layer_met1.png
Supply wires on this layer in grey.
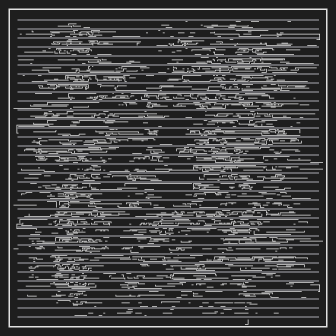
layer_met2.png
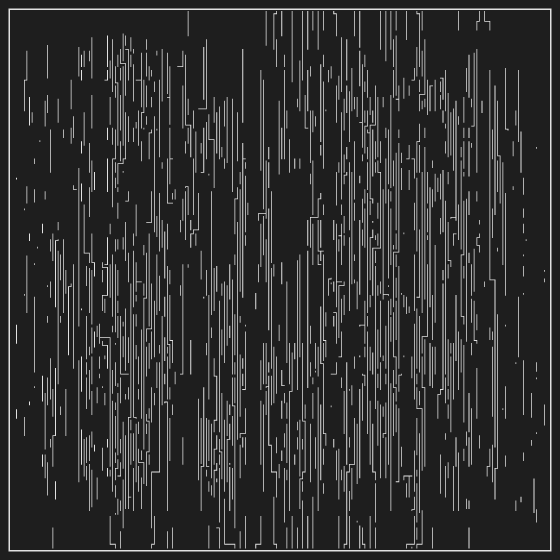
`config.mk`:
```
export PLATFORM = sky130hd
export DESIGN_NAME = stream_source
export DESIGN_NICKNAME = d
export VERILOG_FILES = /design/src/rtl/stream_pkg.sv /design/src/rtl/stream_down_counter.sv /design/src/rtl/stream_source.sv
export SDC_FILE = /design/constraint.sdc
export NUM_CORES = 1
export LEC_CHECK = 0
export ABC_AREA = 1
export CORE_MARGIN = 2
export CORE_UTILIZATION = 52
export CTS_BUF_LIST = sky130_fd_sc_hd__clkbuf_8
export DETAILED_ROUTE_END_ITERATION = 7
export PLACE_DENSITY_LB_ADDON = 0.12
export SKIP_LAST_GASP = 1
export SLEW_MARGIN = 20
export SYNTH_ARGS = -nofsm -noshare
export SYNTH_HDL_FRONTEND = slang
export SYNTH_SLANG_ARGS = --single-unit
export TNS_END_PERCENT = 1
```
`constraint.sdc`:
```
create_clock -name clock -period 2.8 [get_ports clock]
set_input_delay 0.42 -clock clock [delete_from_list [all_inputs] [get_ports clock]]
set_output_delay 0.42 -clock clock [all_outputs]
set_load 0.005 [all_outputs]
```
`src/rtl/stream_pkg.sv`:
```
// stream_pkg: shared FSM state encoding and default widths for the stream
// source block and its helpers.
package stream_pkg;

    // Default payload, burst-length and gap field widths
    localparam int DATA_W  = 32;
    localparam int LEN_W   = 8;
    localparam int GAP_W   = 4;

    // Width of the stall statistics counter
    localparam int STALL_W = 16;

    // Burst sequencer states
    typedef enum logic [1:0] {
        IDLE = 2'd0,
        SEND = 2'd1,
        GAP  = 2'd2
    } stream_state_t;

endpackage

```
`src/rtl/stream_down_counter.sv`:
```
// stream_down_counter: loadable down counter with a zero flag. Used to time
// the idle gap between packets of a burst. Decrementing stops at zero.
module stream_down_counter #(
    parameter int W = stream_pkg::GAP_W
) (
    input  logic         clock,
    input  logic         reset_n,
    input  logic         load,
    input  logic [W-1:0] load_value,
    input  logic         dec,
    output logic         zero
);

    logic [W-1:0] count;

    // Load has priority over decrement; the count never wraps below zero
    always_ff @(posedge clock or negedge reset_n) begin
        if (!reset_n) begin
            count <= '0;
        end else if (load) begin
            count <= load_value;
        end else if (dec && (count != '0)) begin
            count <= count - W'(1);
        end
    end

    assign zero = (count == '0);

endmodule

```
`src/rtl/stream_source.sv`:
```
// stream_source: burst packet generator. On an accepted start it emits
// burst_len packets seed, seed+1, ... over a valid/ready handshake, with an
// optional idle gap between packets, then pulses done for one cycle.
// Optional feature: define STREAM_SOURCE_STATS_EN to build the saturating
// stall_count statistics counter; otherwise stall_count is tied to zero.
module stream_source #(
    parameter int DATA_W = stream_pkg::DATA_W,
    parameter int LEN_W  = stream_pkg::LEN_W,
    parameter int GAP_W  = stream_pkg::GAP_W
) (
    input  logic              clock,
    input  logic              reset_n,
    input  logic              start,
    input  logic [LEN_W-1:0]  burst_len,
    input  logic [GAP_W-1:0]  gap,
    input  logic [DATA_W-1:0] seed,
    output logic              out_valid,
    input  logic              out_ready,
    output logic [DATA_W-1:0] packet_out,
    output logic              busy,
    output logic              done,
    output logic [LEN_W-1:0]  sent_count,
    output logic [15:0]       stall_count
);

    import stream_pkg::*;

    stream_state_t    state;
    logic [LEN_W-1:0] len_q;
    logic [GAP_W-1:0] gap_q;

    logic             handshake;
    logic             last_packet;
    logic             gap_load;
    logic [GAP_W-1:0] gap_load_value;
    logic             gap_dec;
    logic             gap_zero;

    assign handshake   = (state == SEND) && out_valid && out_ready;
    assign last_packet = ((sent_count + LEN_W'(1)) == len_q);

    // The counter is loaded with g-1 so that the GAP state lasts exactly g
    // cycles: the final GAP cycle is the one that sees the zero flag.
    assign gap_load       = handshake && !last_packet && (gap_q != '0);
    assign gap_load_value = gap_q - GAP_W'(1);
    assign gap_dec        = (state == GAP) && !gap_zero;

    stream_down_counter #(
        .W (GAP_W)
    ) u_gap_counter (
        .clock      (clock),
        .reset_n    (reset_n),
        .load       (gap_load),
        .load_value (gap_load_value),
        .dec        (gap_dec),
        .zero       (gap_zero)
    );

    // Burst sequencer: captures the request, walks the payload sequence and
    // drives all handshake/status outputs from registers
    always_ff @(posedge clock or negedge reset_n) begin
        if (!reset_n) begin
            state      <= IDLE;
            out_valid  <= 1'b0;
            packet_out <= '0;
            busy       <= 1'b0;
            done       <= 1'b0;
            sent_count <= '0;
            len_q      <= '0;
            gap_q      <= '0;
        end else begin
            done <= 1'b0;
            case (state)
                IDLE: begin
                    if (start) begin
                        sent_count <= '0;
                        if (burst_len != '0) begin
                            len_q      <= burst_len;
                            gap_q      <= gap;
                            packet_out <= seed;
                            out_valid  <= 1'b1;
                            busy       <= 1'b1;
                            state      <= SEND;
                        end else begin
                            done <= 1'b1;
                        end
                    end
                end

                SEND: begin
                    if (handshake) begin
                        sent_count <= sent_count + LEN_W'(1);
                        if (last_packet) begin
                            out_valid <= 1'b0;
                            busy      <= 1'b0;
                            done      <= 1'b1;
                            state     <= IDLE;
                        end else begin
                            packet_out <= packet_out + DATA_W'(1);
                            if (gap_q != '0) begin
                                out_valid <= 1'b0;
                                state     <= GAP;
                            end
                        end
                    end
                end

                GAP: begin
                    if (gap_zero) begin
                        out_valid <= 1'b1;
                        state     <= SEND;
                    end
                end

                default: begin
                    out_valid <= 1'b0;
                    busy      <= 1'b0;
                    state     <= IDLE;
                end
            endcase
        end
    end

`ifdef STREAM_SOURCE_STATS_EN
    logic             start_accept;
    logic [STALL_W-1:0] stall_q;

    assign start_accept = (state == IDLE) && start;

    // Count cycles where a packet is offered but refused, saturating at max
    always_ff @(posedge clock or negedge reset_n) begin
        if (!reset_n) begin
            stall_q <= '0;
        end else if (start_accept) begin
            stall_q <= '0;
        end else if (out_valid && !out_ready && (stall_q != {STALL_W{1'b1}})) begin
            stall_q <= stall_q + STALL_W'(1);
        end
    end

    assign stall_count = stall_q;
`else
    assign stall_count = 16'h0000;
`endif

endmodule
```
==> ci_impl_report.md <==
### Metrics collected by this job

| Metric | Value |
|---|---|
| Final #Nets | 724 |
| Placed Cells incl. Taps | 766 |
| Gr ovfl total | 0 |
| Row count | 33 |
| Setup CP Type | reg -> reg |
| Cell count along the critical path | 12 |
| Synth Seq Share | 0.350 |
| Cells along the critical path | ha_1 -> nand3_1 -> nor2_1 -> nand2_1 -> nand2_1 -> nor2_1 -> nor3_2 -> nand4_1 -> or2_1 -> nand2_8 -> nand2_2 -> o21ai_2 |
| Min Tclk post-route | 2.52 ns |
| Power in combinational cells | 0.0000939 W |
| Die Y | 95.5 um |
| Post-synthesis chip area from yosys | 4360 um2 |
| Worst hold-check path type | in -> async |
| Die Area | 9120 um2 |
| Post-synthesis simple-gate area fraction | 0.369 |
| Buffers, non-clock | 98 |
| Seq pwr | 0.000881 W |
| Main synth FF type | dfrtp_1 |
| CTS tree | built |
| Root buffer cell | clkbuf_8 |
| Biggest regs | packet_out x32, len_q x8, sent_count x8 |
| Tot Pwr | 0.00178 W |
| Antenna Cells | 0 |
| P_clk | 0.000806 W |
| Biggest register | packet_out |
| Flop count | 61 |
| Max_slew headroom | 0.574 |
| Busiest grt layer | met2 |
| CP top delay family | simple AND/OR/NAND/NOR gates |
| RSZ-0062 raised after global routing | no |
| HPWL after detailed placement | 8.52 mm |
| Stage-log warning count | 26 |
| Yosys synthesis warning count | 0 |
| Async SR Flop Fraction | 1.00 |
| Crit Reg-Reg Endpoint | packet_out[29] |
| Peak Freq | 0.397 GHz |
| Clk ins delay skew pair | 0.35 ns |
| Crit-path slowest cell | dfrtp_1 |
| Highest routed layer | met4 |
| Clock share of power | 0.453 |
| Seq pwr share | 0.494 |
| Slew Viols, Final | 0 |
| Yosys cell count | 581 |
| Dominant cell area share | 0.350 |
| Status | completed |
| GPL Wtd Cong | 0.934 |
| Placed cell area | 5220 um2 |
| Core area | 8180 um2 |
| Pwr dens | 328 nW/um2 |
| Switch Pwr | 0.000409 W |
| Final hold violation count | 0 |
| WL met1 | 4.56 mm |
| Max-Cap Viols | 0 |
| Largest net degree at the start of global routing | 51 |
| Mux frac, synth | 0.0356 |
| Mapped cell area | 4360 um2 |
| Chip Width | 95.5 um |
| Largest cell class | combinational gates |
| Top Layout Cells | nand2_1, clkdlybuf4s50_1, dfrtp_1, nand3_1, inv_1 |
| Met3 GRT Util | 0.0648 |
| Leak Pwr | 2.47 nW |
| Logic gate share of total power | 0.053 |
| Fa+ha+maj area frac | 0.00862 |
| Crit. Startpoint | sent_count[1] |
| Postcts setup bufs | 0 |
| Worst path max stage delay | 0.45 ns |
| Hold_buf cts | 1 |
| Place WS | 0.161 ns |
| Final Util | 0.664 |
| Vias/cell | 5.25 |
| Slew @ Worst Pin | 0.635 ns |
| Final setup margin | 0.281 ns |
## Picture notes: layer_met1.png
longest straight run	32.7 um
main direction	horizontal
overall routed net length: 11.1 mm
met1 global-route usage: 0.286
via count: 4,112

## Picture notes: layer_met2.png
main direction	vertical
share of all routed wire	51%
met2 Use GR: 0.448

Power and IR drop assume default switching activity.
